Figure 1. Power grid.
Scale bar: 100 um. Pins as bars on the die edge.
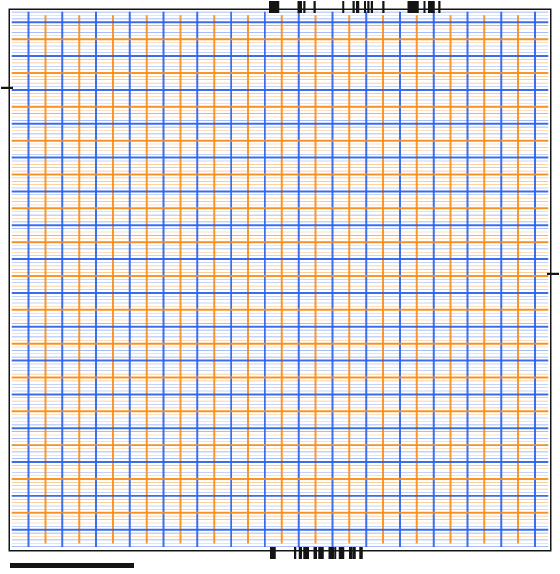
Figure 2. Placed cells, one color a class.
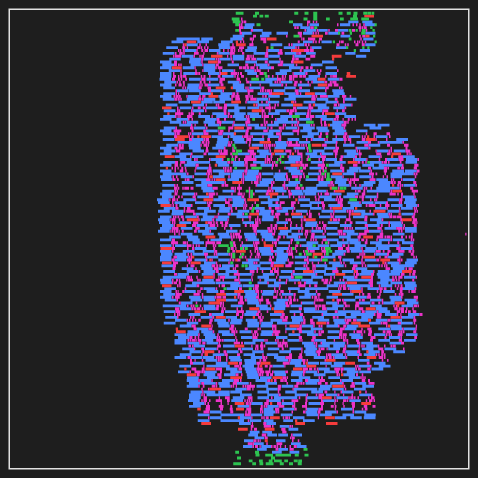
Figure 3. Clock wires, drivers and flops.
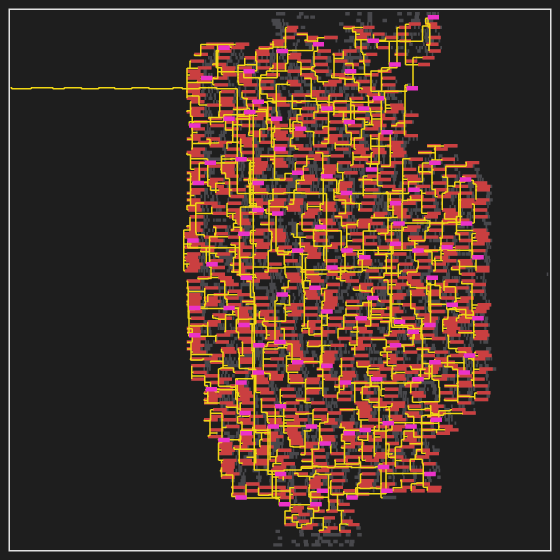
Figure 4. Routed metal, one color a layer.
Scale bar: 100 um.
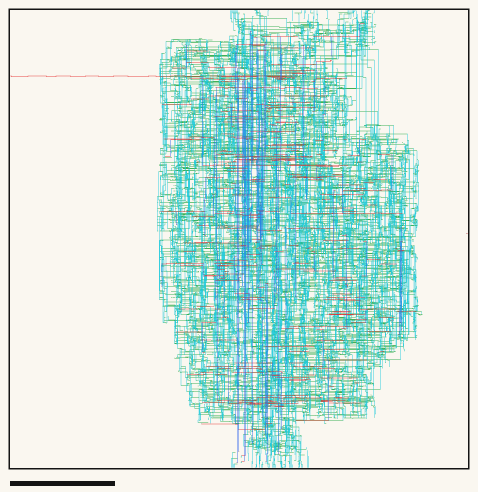
Figure 5. Track usage over the die.
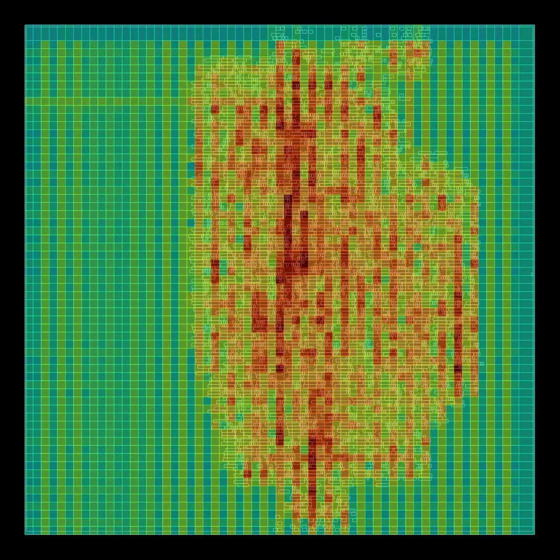
===== src/rtl/memory_shared.sv =====
// Single memory array shared by instruction-fetch and load/store ports.
// Round-robin arbitration, programmable wait states, registered ack/err/q outputs.
module memory_shared #(
  parameter int DATA_W      = 16,
  parameter int ADDR_W      = 6,
  parameter int DEPTH       = 64,
  parameter int WAIT_STATES = 0
) (
  input  logic              Clock,
  input  logic              Resetn,
  input  logic              i_req,
  input  logic [ADDR_W-1:0] i_addr,
  output logic              i_ack,
  output logic [DATA_W-1:0] i_q,
  input  logic              d_req,
  input  logic              d_we,
  input  logic [ADDR_W-1:0] d_addr,
  input  logic [DATA_W-1:0] d_data,
  output logic              d_ack,
  output logic [DATA_W-1:0] d_q,
  output logic              err
);

  typedef enum logic [1:0] {IDLE, ACCESS, RESP} state_t;

  localparam logic [ADDR_W:0] DEPTH_C = (ADDR_W+1)'(DEPTH);
  localparam logic [2:0]      WS_C    = 3'(WAIT_STATES);

  logic [DATA_W-1:0] r_mem [DEPTH];

  state_t            r_state,  w_state_nxt;
  logic [2:0]        r_wcnt,   w_wcnt_nxt;
  logic              r_gnt_d,  w_gnt_d_nxt;
  logic              r_last_d, w_last_d_nxt;
  logic              r_we,     w_we_nxt;
  logic [ADDR_W-1:0] r_addr,   w_addr_nxt;
  logic [DATA_W-1:0] r_data,   w_data_nxt;
  logic              r_i_ack,  w_i_ack_nxt;
  logic              r_d_ack,  w_d_ack_nxt;
  logic              r_err,    w_err_nxt;
  logic [DATA_W-1:0] r_i_q,    w_i_q_nxt;
  logic [DATA_W-1:0] r_d_q,    w_d_q_nxt;

  logic              w_in_range;
  logic              w_access;
  logic [DATA_W-1:0] w_rd_word;

  assign w_in_range = ({1'b0, r_addr} < DEPTH_C);
  assign w_access   = (r_state == ACCESS) && (r_wcnt == 3'd0);
  assign w_rd_word  = w_in_range ? r_mem[r_addr] : '0;

  always_ff @(posedge Clock or negedge Resetn) begin
    if (!Resetn) begin
      r_state  <= IDLE;
      r_wcnt   <= 3'd0;
      r_gnt_d  <= 1'b0;
      r_last_d <= 1'b0;
      r_we     <= 1'b0;
      r_addr   <= '0;
      r_data   <= '0;
      r_i_ack  <= 1'b0;
      r_d_ack  <= 1'b0;
      r_err    <= 1'b0;
      r_i_q    <= '0;
      r_d_q    <= '0;
    end else begin
      r_state  <= w_state_nxt;
      r_wcnt   <= w_wcnt_nxt;
      r_gnt_d  <= w_gnt_d_nxt;
      r_last_d <= w_last_d_nxt;
      r_we     <= w_we_nxt;
      r_addr   <= w_addr_nxt;
      r_data   <= w_data_nxt;
      r_i_ack  <= w_i_ack_nxt;
      r_d_ack  <= w_d_ack_nxt;
      r_err    <= w_err_nxt;
      r_i_q    <= w_i_q_nxt;
      r_d_q    <= w_d_q_nxt;
    end
  end

  always_comb begin
    w_state_nxt  = r_state;
    w_wcnt_nxt   = r_wcnt;
    w_gnt_d_nxt  = r_gnt_d;
    w_last_d_nxt = r_last_d;
    w_we_nxt     = r_we;
    w_addr_nxt   = r_addr;
    w_data_nxt   = r_data;
    w_i_ack_nxt  = 1'b0;
    w_d_ack_nxt  = 1'b0;
    w_err_nxt    = 1'b0;
    w_i_q_nxt    = r_i_q;
    w_d_q_nxt    = r_d_q;
    case (r_state)
      IDLE: begin
        if (i_req || d_req) begin
          // On a tie the port that did not win last time gets the grant
          w_gnt_d_nxt  = d_req && (!i_req || !r_last_d);
          w_last_d_nxt = w_gnt_d_nxt;
          w_addr_nxt   = w_gnt_d_nxt ? d_addr : i_addr;
          w_we_nxt     = w_gnt_d_nxt && d_we;
          w_data_nxt   = d_data;
          w_wcnt_nxt   = WS_C;
          w_state_nxt  = ACCESS;
        end
      end
      ACCESS: begin
        if (r_wcnt != 3'd0) begin
          w_wcnt_nxt = r_wcnt - 3'd1;
        end else begin
          w_state_nxt = RESP;
          w_err_nxt   = !w_in_range;
          if (r_gnt_d) begin
            w_d_ack_nxt = 1'b1;
            if (!r_we) w_d_q_nxt = w_rd_word;
          end else begin
            w_i_ack_nxt = 1'b1;
            w_i_q_nxt   = w_rd_word;
          end
        end
      end
      RESP:    w_state_nxt = IDLE;
      default: w_state_nxt = IDLE;
    endcase
  end

  // Array is deliberately not reset; an aborted access never reaches ACCESS with wcnt=0
  always_ff @(posedge Clock) begin
    if (w_access && r_we && w_in_range) r_mem[r_addr] <= r_data;
  end

  assign i_ack = r_i_ack;
  assign d_ack = r_d_ack;
  assign err   = r_err;
  assign i_q   = r_i_q;
  assign d_q   = r_d_q;

endmodule


===== config.mk =====
export PLATFORM = sky130hd
export DESIGN_NAME = memory_shared
export DESIGN_NICKNAME = d
export VERILOG_FILES = /design/src/rtl/memory_shared.sv
export SDC_FILE = /design/constraint.sdc
export NUM_CORES = 1
export LEC_CHECK = 0
export ABC_AREA = 1
export CAP_MARGIN = 25
export CORE_UTILIZATION = 25
export DETAILED_ROUTE_END_ITERATION = 12
export GPL_ROUTABILITY_DRIVEN = 1
export RECOVER_POWER = 25
export SYNTH_ARGS = -nofsm -noshare
export SYNTH_HDL_FRONTEND = slang
export SYNTH_SLANG_ARGS = --single-unit

===== constraint.sdc =====
create_clock -name Clock -period 7.9 [get_ports Clock]
set_clock_uncertainty 0.15 [all_clocks]
set_input_delay 1.58 -clock Clock [delete_from_list [all_inputs] [get_ports Clock]]
set_output_delay 1.58 -clock Clock [all_outputs]
set_load 0.05 [all_outputs]

==> flow_summary.rst <==
Metrics
=======

.. list-table::
   :header-rows: 1

   * - Metric
     - Value
   * - Dominant combinational cell family by area after synthesis
     - simple AND/OR/NAND/NOR gates
   * - Required arrival time at the worst endpoint
     - 8340 ps
   * - Count of yosys warnings during synthesis
     - 0
   * - End of the worst register-to-register path
     - d_q[3]
   * - Worst hold margin
     - ~330 ps
   * - Violations in the final reports
     - max-capacitance violations, max-slew violations
   * - Reg-to-reg slack, setup
     - 3140 ps
   * - Maximum operating frequency
     - around 0.21 GHz
   * - Clock tree buffer count of the final layout
     - 118
   * - Number of buffer and inverter stages on the critical path
     - 2
   * - Most Used Layer, Global Route
     - met2
   * - Sequential fraction of design power
     - between 40% and 50%
   * - Sequential share of cell area
     - 60.16%
   * - Met3 routed WL
     - 5626 um
   * - Placement row count
     - roughly 160
   * - Category of the worst setup path launch point
     - register
   * - Number of hold-slack violations in the final timing report
     - 0
   * - Status
     - finished with violations
   * - Final Slew Violations
     - between 900 and 1,000
   * - Mean number of vias per cell
     - between 4 and 5
   * - Sequential cell count of the final layout
     - roughly 1,100
   * - Slowest cell on the critical path
     - dfrtp_4
   * - Levels on crit path
     - 11
   * - Part of the power in the clock network
     - between 20% and 30%
   * - Power density relative to cell area
     - between 300 and 400 mW/mm2
   * - I/O pins
     - around 68
   * - Switching Fraction
     - 37.82%
   * - Pin count of the biggest net entering global routing
     - ~220
   * - Registers, synthesis
     - approximately 1,100
   * - Sequential share of the synthesized area
     - about 69%
   * - CTS sink cnt
     - between 1,000 and 1,500
   * - Total global routing overflow
     - 0
   * - Path type of the worst setup path
     - register to register
   * - Period Utilization, post-route
     - 60.23%
   * - Max-cap violations
     - 14
   * - Gate Area
     - 0.009881 mm2
   * - Critical hold path startpoint
     - d_q[5]
   * - Non-clock buffer share of cell area
     - approximately 2.8%
   * - CTS H-Tree Depth
     - 3
   * - Minimum clock period
     - 4758 ps
   * - Area of the core
     - 0.1854 mm2
Notes on Figure 1 above:
Key: orange = VDD; blue = VSS
31 straps on met5. 31 straps on met4. 68 signal pins sit on the boundary. The core has 158 rows.

Notes on Figure 2 above:
Key: blue = registers [cells 1,087, share of their area 64%]; magenta = remaining logic cells [cells 3,278, share of their area 26%]; green = remaining buffers and delay cells [cells 170, share of their area 3.0%]; red = clock drivers and dummy loads [cells 188, share of their area 6.7%]

Notes on Figure 3 above:
Key: red = flip-flops [count 1,087]; magenta = clock-net drivers [count 101]; yellow = clock wires [length 12,900 um]
There are 102 routed clock nets.

Notes on Figure 4 above:
Key: cyan = M2 [wire length 60.8 mm]; red = M3 [wire length 5,630 um]; green = M1 [wire length 48.0 mm]; blue = M4 [wire length 6,890 um]

Notes on Figure 5 above:
fraction of met1 tracks used by global routing: 14.77%
M2 GR Usage: 22.64%

Power figures rest on the tool's default switching activity, not on a simulated workload.
